<file path="config.mk">
export PLATFORM = sky130hd
export DESIGN_NAME = bcd_to_bin
export DESIGN_NICKNAME = d
export VERILOG_FILES = /design/src/rtl/bcd_to_bin.sv
export SDC_FILE = /design/constraint.sdc
export NUM_CORES = 1
export LEC_CHECK = 0
export ABC_AREA = 1
export CAP_MARGIN = 15
export CORE_ASPECT_RATIO = 1.25
export CORE_MARGIN = 3
export CORE_UTILIZATION = 45
export CTS_CLUSTER_DIAMETER = 150
export DETAILED_ROUTE_END_ITERATION = 10
export GPL_ROUTABILITY_DRIVEN = 0
export PLACE_DENSITY = 0.71
export SYNTH_ARGS = -nofsm -noshare
export SYNTH_HDL_FRONTEND = slang
export SYNTH_SLANG_ARGS = --single-unit
</file>
<file path="constraint.sdc">
create_clock -name clk -period 2.5 [get_ports clk]
set_clock_uncertainty 0.05 [all_clocks]
set_input_delay 0.5 -clock clk [delete_from_list [all_inputs] [get_ports clk]]
set_output_delay 0.5 -clock clk [all_outputs]
set_load 0.03 [all_outputs]
</file>
<file path="src/rtl/bcd_to_bin.sv">
`default_nettype none
// ============================================================================
//  Module   : bcd_to_bin
//  Purpose  : Sequential 4-digit BCD to unsigned binary converter. Digits are
//             folded in most-significant first using Horner accumulation
//             (acc*10 + digit), one digit per clock, behind a start/busy/done
//             handshake. Any captured digit above 9 raises err and forces the
//             reported value to zero, without shortening the conversion.
//  Ports    : clk    - rising-edge clock
//             rst    - asynchronous active-high reset
//             start  - conversion request, sampled only while idle
//             milh   - thousands digit (BCD)
//             cent   - hundreds digit (BCD)
//             dec    - tens digit (BCD)
//             un     - units digit (BCD)
//             bin    - converted value, held until the next done
//             busy   - conversion in progress
//             done   - one-cycle pulse, bin/err updated on this cycle
//             err    - a captured digit was > 9, held until the next done
//  Revision : 1.0 - initial release
// ============================================================================
module bcd_to_bin #(
    parameter int BIN_W = 16  // must be >= 14 to hold 9999
) (
    input  logic             clk,
    input  logic             rst,
    input  logic             start,
    input  logic [3:0]       milh,
    input  logic [3:0]       cent,
    input  logic [3:0]       dec,
    input  logic [3:0]       un,
    output logic [BIN_W-1:0] bin,
    output logic             busy,
    output logic             done,
    output logic             err
);

    typedef enum logic [0:0] {
        S_IDLE = 1'b0,
        S_CONV = 1'b1
    } state_t;

    localparam logic [1:0] c_IDX_FIRST = 2'd3;  // milh is consumed first

    state_t             r_state;
    logic [15:0]        r_digits;   // {milh, cent, dec, un} as captured
    logic               r_bad;
    logic [BIN_W-1:0]   r_acc;
    logic [1:0]         r_idx;

    logic               w_bad_in;
    logic [3:0]         w_digit;
    logic [BIN_W-1:0]   w_acc_next;

    assign w_bad_in = (milh > 4'd9) || (cent > 4'd9) ||
                      (dec  > 4'd9) || (un   > 4'd9);

    // idx 3..0 selects milh..un out of the packed capture register.
    assign w_digit = r_digits[{r_idx, 2'b00} +: 4];

    // acc*10 as a shift-add pair; 9999 fits in 14 bits so no overflow for
    // valid digits, and invalid results are discarded anyway.
    assign w_acc_next = (r_acc << 3) + (r_acc << 1)
                      + {{(BIN_W-4){1'b0}}, w_digit};

    always_ff @(posedge clk or posedge rst) begin
        if (rst) begin
            r_state  <= S_IDLE;
            r_digits <= '0;
            r_bad    <= 1'b0;
            r_acc    <= '0;
            r_idx    <= c_IDX_FIRST;
            bin      <= '0;
            busy     <= 1'b0;
            done     <= 1'b0;
            err      <= 1'b0;
        end else begin
            done <= 1'b0;
            case (r_state)
                S_IDLE: begin
                    if (start) begin
                        r_digits <= {milh, cent, dec, un};
                        r_bad    <= w_bad_in;
                        r_acc    <= '0;
                        r_idx    <= c_IDX_FIRST;
                        busy     <= 1'b1;
                        r_state  <= S_CONV;
                    end
                end
                S_CONV: begin
                    r_acc <= w_acc_next;
                    r_idx <= r_idx - 2'd1;
                    if (r_idx == 2'd0) begin
                        bin     <= r_bad ? '0 : w_acc_next;
                        err     <= r_bad;
                        done    <= 1'b1;
                        busy    <= 1'b0;
                        r_idx   <= c_IDX_FIRST;
                        r_state <= S_IDLE;
                    end
                end
                default: begin
                    busy    <= 1'b0;
                    r_state <= S_IDLE;
                end
            endcase
        end
    end

endmodule
`default_nettype wire

</file>
Run 1, met1 routing:
Scale: 4 px per um. Supply wires on this layer in gray.
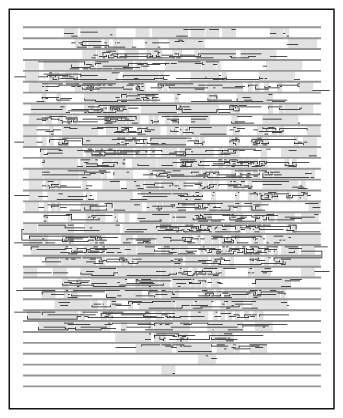
The layer holds 43% of the routed length. The longest straight run is 20.2 um. The wires run mostly horizontal.
GR Util met1: 0.2442
Vias: 2,755
total routed wirelength: 7388 um

Run 1, local utilization:
Scale: 4 px per um. The die is cut into 8 by 10 equal tiles; dark blue is low, red is high, 0 to 100% covered.
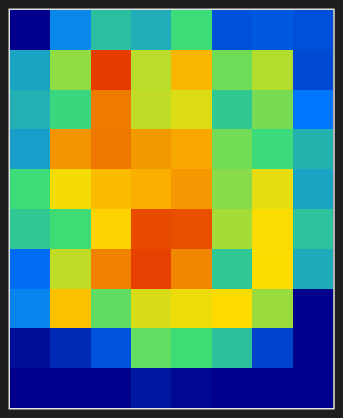
The densest ninth of the die: middle. 13% of the tiles are nearly empty. The fullest tile reaches 93%. The mean over all tiles is 48%. 21% of the tiles are over 75% full.
starting utilization of the core area: 0.4708
placeable core region: 6689 um^2
final standard cell utilization of the core: 0.5956

==> impl_metrics.yaml, run 1 <==
# yosys + openroad results
global_routing:
  track_usage: 0.1985
  first_global_vias: 2822
  grt.busiest_layer: "met2"
synth:
  synth_warnings: 0
  synth.avg_cell_area_um2: 7.795
  count_of_instantiated_cells_in_the_yosys_netlist: 404
detailed_routing:
  top_layer: "met4"
  detailedRoute.firstPassIterationCount: 4
  route.detailed.vias_per_inst: 5.074
  initialDrtViolationCount: 155
final_layout:
  seq_area_um2: 1354
  layout.cells.most_common_list: "sky130_fd_sc_hd__nand2_1, sky130_fd_sc_hd__dfrtp_1, sky130_fd_sc_hd__inv_1"
  post_layout_nonfiller_instances: 543
clock_network:
  cts.htree.levels: 2
worst_setup_path:
  cp_slowest_stage_delay_ps: 620
  cp_max_fo: 7
floorplanning:
  design.die.area_um2: 8045
  i_o_pin_count: 38
final_timing:
  fin_setup_tns_ps: -231.1
  layout_setup_ws_ps: -48.01
  grt_setup_unrepaired: "true"
  setup_viol_count_final: 11
run_status:
  outcome: "finished with violations"
  failing_checks: "negative setup slack"
placed_design:
  dp_hpwl_um: 5422
Run 1, I/O nets highlighted:
Scale: 3 px per um.
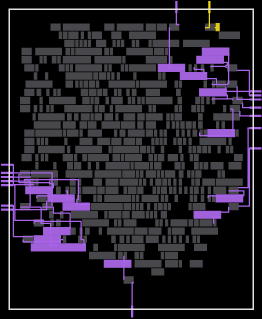
rst: drawn in yellow, bits 1, direction input, edge top, end cells 1, buffers 1, wire 7.50 um. bin: drawn in purple, bits 16, direction output, edge 7 left, 7 right, 1 bottom, 1 top, end cells 16, buffers 16, wire 491 um.

-- run 1: cell type report --
| class | instances | area share |
|---|---|---|
| Multi-Input combinational cell | 297 | 0.4372 |
| Sequential cell | 54 | 0.3398 |
| Timing Repair Buffer | 50 | 0.1206 |
| Inverter | 47 | 0.04554 |
| Tap cell | 87 | 0.02732 |
| Clock buffer | 5 | 0.01727 |
| Clock inverter | 3 | 0.01225 |
-- run 1: stage by stage --
| step | setup WS (ps) | util | hold WS, ps |
|---|---|---|---|
| 2_1_floorplan | 6.816 | - | 393.6 |
| 3_3_place_gp | -49.72 | 0.5542 | 414.8 |
| 3_5_place_dp | -126.8 | 0.5542 | 414.2 |
| 4_1_cts | -5.675 | 0.5834 | 441.0 |
| 5_1_grt | -195.8 | 0.5956 | 464.0 |
| 6_report | -48.01 | 0.5956 | 441.1 |
-- run 1: cells in the mapped netlist, types with 2 or more instances --
cell / instances / share of area
sky130_fd_sc_hd__buf_4: 2 / 0.0048
sky130_fd_sc_hd__nand3_1: 21 / 0.033
sky130_fd_sc_hd__a21oi_1: 9 / 0.014
sky130_fd_sc_hd__nand4_1: 4 / 0.0079
sky130_fd_sc_hd__nand2_2: 2 / 0.0040
sky130_fd_sc_hd__nor2_1: 21 / 0.025
sky130_fd_sc_hd__inv_1: 43 / 0.051
sky130_fd_sc_hd__inv_2: 3 / 0.0036
sky130_fd_sc_hd__nand2_1: 161 / 0.19
sky130_fd_sc_hd__o21ai_1: 8 / 0.013
sky130_fd_sc_hd__xnor2_1: 6 / 0.017
sky130_fd_sc_hd__o21ai_0: 21 / 0.033
sky130_fd_sc_hd__o22ai_1: 4 / 0.0079
sky130_fd_sc_hd__fa_1: 2 / 0.013
sky130_fd_sc_hd__nand3b_1: 2 / 0.0048
sky130_fd_sc_hd__ha_1: 27 / 0.11
sky130_fd_sc_hd__dfstp_2: 2 / 0.017
sky130_fd_sc_hd__buf_2: 3 / 0.0048
sky130_fd_sc_hd__dfrtp_1: 52 / 0.41
-- run 1: registers in the layout (all words and copies together), names as in the netlist --
name	count
bin	16
r_digits	16
r_acc	15
r_idx	2
busy	1
done	1
err	1
r_bad	1
r_state	1
-- run 1: critical path, delay by kind of cell, from the launching register on --
family / cells / cell delay (ps)
AND/OR/NAND/NOR: 3 / 340
adder cells (fa/ha/maj): 2 / 860
AND-OR/OR-AND: 3 / 250
buffers and inverters: 1 / 60
XOR/XNOR: 1 / 260
flip-flops: 1 / 620
-- run 1: worst paths after layout --
check	from	to	slack (ps)	depth (start not counted)
worst max register to register	r_idx[0]	r_acc[6]	-50	10
max in group asynchronous	rst	r_idx[0]	1610	3
worst min-delay path	bin[13]	bin[13]	440	2
worst min register to register	bin[13]	bin[13]	440	2
worst max-delay path	r_idx[0]	r_acc[6]	-50	10
min in group asynchronous	rst	r_acc[11]	470	3
Run 1, placed cells, one color a class:
Scale: 4 px per um.
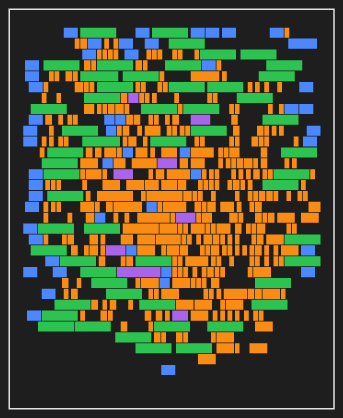

==> run 2, diff against run 1 <==
SKIP_CTS_REPAIR_TIMING = 1   (was default)
Run 2, placed cells, one color a class:
Scale: 4 px per um.
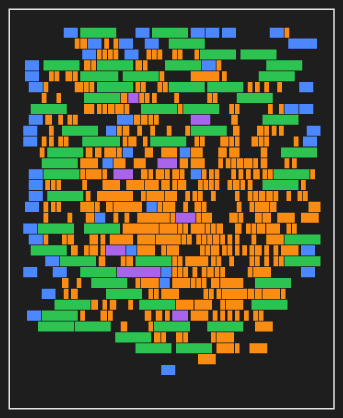
flops: drawn in green, cells 54, share of their area 35%. clock drivers and dummy loads: drawn in purple, cells 8, share of their area 3.1%. combinational and other logic: drawn in orange, cells 344, share of their area 49%. other buffers and delay cells: drawn in blue, cells 49, share of their area 12%.

Run 2, placed standard cells:
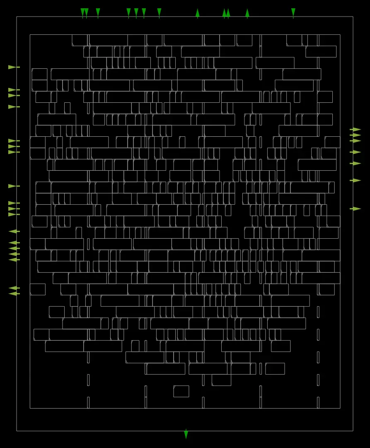
Non-Filler Instances: 542
final standard cell utilization of the core: 0.5890
sequential portion of the cell area: 0.3436

==> run 2 against run 1 <==
The run still ends with negative setup slack left. Via count fell by 0.80%. Highest routed layer unchanged. Worst setup slack worse by 16 ps. Non-clock buffer count shrank 1. Cell count is 0.18% lower. Register-to-register slack got worse by 20 ps. First-iteration DRC count down 25%. Cell area fell by 1.1%.
==> impl_metrics.yaml, run 2 <==
# yosys + openroad results
run_status:
  outcome: "finished with violations"
  failing_checks: "negative setup slack"
worst_setup_path:
  cp_max_fo: 6
  cp_slowest_stage_delay_ps: 620
  critical_path.startpoint: "r_idx[0]"
  endpoint_kind: "flop"
  critPathBufInv: 1
  critical_path.reg2reg.startpoint: "r_idx[0]"
  critical_path.top_delay_family: "adder cells"
floorplanning:
  design.die.area_um2: 8045
  i_o_pin_count: 38
  core_util_floorplan: 0.4708
  core_area_um2: 6689
synth:
  largest_area_cell: "sky130_fd_sc_hd__dfrtp_1"
  synth-edff-count: 0
  synth.yosys.seq_area_share: 0.4299
  netlist.area_leader.share: 0.4132
  synth_warnings: 0
  post_synth_most_frequent_cells: "sky130_fd_sc_hd__nand2_1, sky130_fd_sc_hd__dfrtp_1, sky130_fd_sc_hd__inv_1"
  synth.avg_cell_area_um2: 7.795
  synth.top_cells.by_area: "sky130_fd_sc_hd__dfrtp_1, sky130_fd_sc_hd__nand2_1, sky130_fd_sc_hd__ha_1"
  count_of_instantiated_cells_in_the_yosys_netlist: 404
global_routing:
  first_global_vias: 2770
  track_usage: 0.1925
hold_path:
  holdCritStartpoint: "r_digits[0]"
detailed_routing:
  wire_length_on_met1_um: 3155
  initialDrtViolationCount: 117
  route.detailed.vias_per_inst: 5.042
  routed_wirelength_um: 7338
  dr_total_vias: 2733
  detailedRoute.firstPassIterationCount: 4
  top_layer: "met4"
final_timing:
  layout_setup_ws_ps: -63.57
  setup_viol_count_final: 11
  grt_setup_unrepaired: "true"
  worst_hold_slack_ps: 442.8
  fin_setup_tns_ps: -404.4
clock_network:
  cts.path.max_buffers: 2
  cts.htree.levels: 2
placed_design:
  dp_hpwl_um: 5422
final_layout:
  layout.cells.most_common_list: "sky130_fd_sc_hd__nand2_1, sky130_fd_sc_hd__dfrtp_1, sky130_fd_sc_hd__inv_1"
  top_regs: "bin (16), r_digits (16), r_acc (15)"
## run 2: cell counts after synthesis
Identical to the previous run, type by type.
## run 2: worst min-delay path, delay by kind of cell (launching register included)
| family | cells | cell delay [ps] |
|---|---|---|
| DFF | 1 | 360 |
| and+or+nand+nor | 2 | 100 |
## run 2: cells by family after synthesis
kind of cell | Yosys count | share of synthesized area
simple gates | 217 | 0.2876
compound gates | 44 | 0.07390
flops | 54 | 0.4299
fa+ha+maj | 29 | 0.1200
buf+inv | 53 | 0.06912
xor+xnor | 7 | 0.01947
## run 2: final timing paths
kind / to / slack (ps) / cells after the start
worst max-delay path: r_acc[8] / -60 / 12
worst min-delay path: r_digits[0] / 440 / 2
worst max register to register: r_acc[8] / -60 / 12
worst min register to register: r_digits[0] / 440 / 2
max in group asynchronous: r_idx[1] / 1610 / 3
min in group asynchronous: bin[12] / 480 / 3
## run 2: final cells by class
type / instances / area, um^2 / share of cell area
multi-input combinational: 297 / 1702 / 0.4319
tap: 87 / 108.9 / 0.02763
clock buffer: 5 / 68.82 / 0.01747
sequential: 54 / 1354 / 0.3436
clock inverter: 3 / 48.80 / 0.01238
inverter: 47 / 181.4 / 0.04605
timing repair buffer: 49 / 476.7 / 0.1210
## run 2: per-layer routing
layer  track usage  vias to the layer above
met5             0                        -
li1              -                     1379
met4       0.08192                        0
met3       0.03261                       23
met1        0.2413                     1281
met2        0.3232                       50
## run 2: metrics by stage
| stage | instance area [um^2] | setup slack, ps |
|---|---|---|
| after floorplan | 3178 | 6.816 |
| after global placement | 3707 | -49.72 |
| after detailed placement | 3707 | -126.8 |
| after CTS | 3825 | -140.9 |
| after global routing | 3940 | -183.4 |
| final | 3940 | -63.57 |
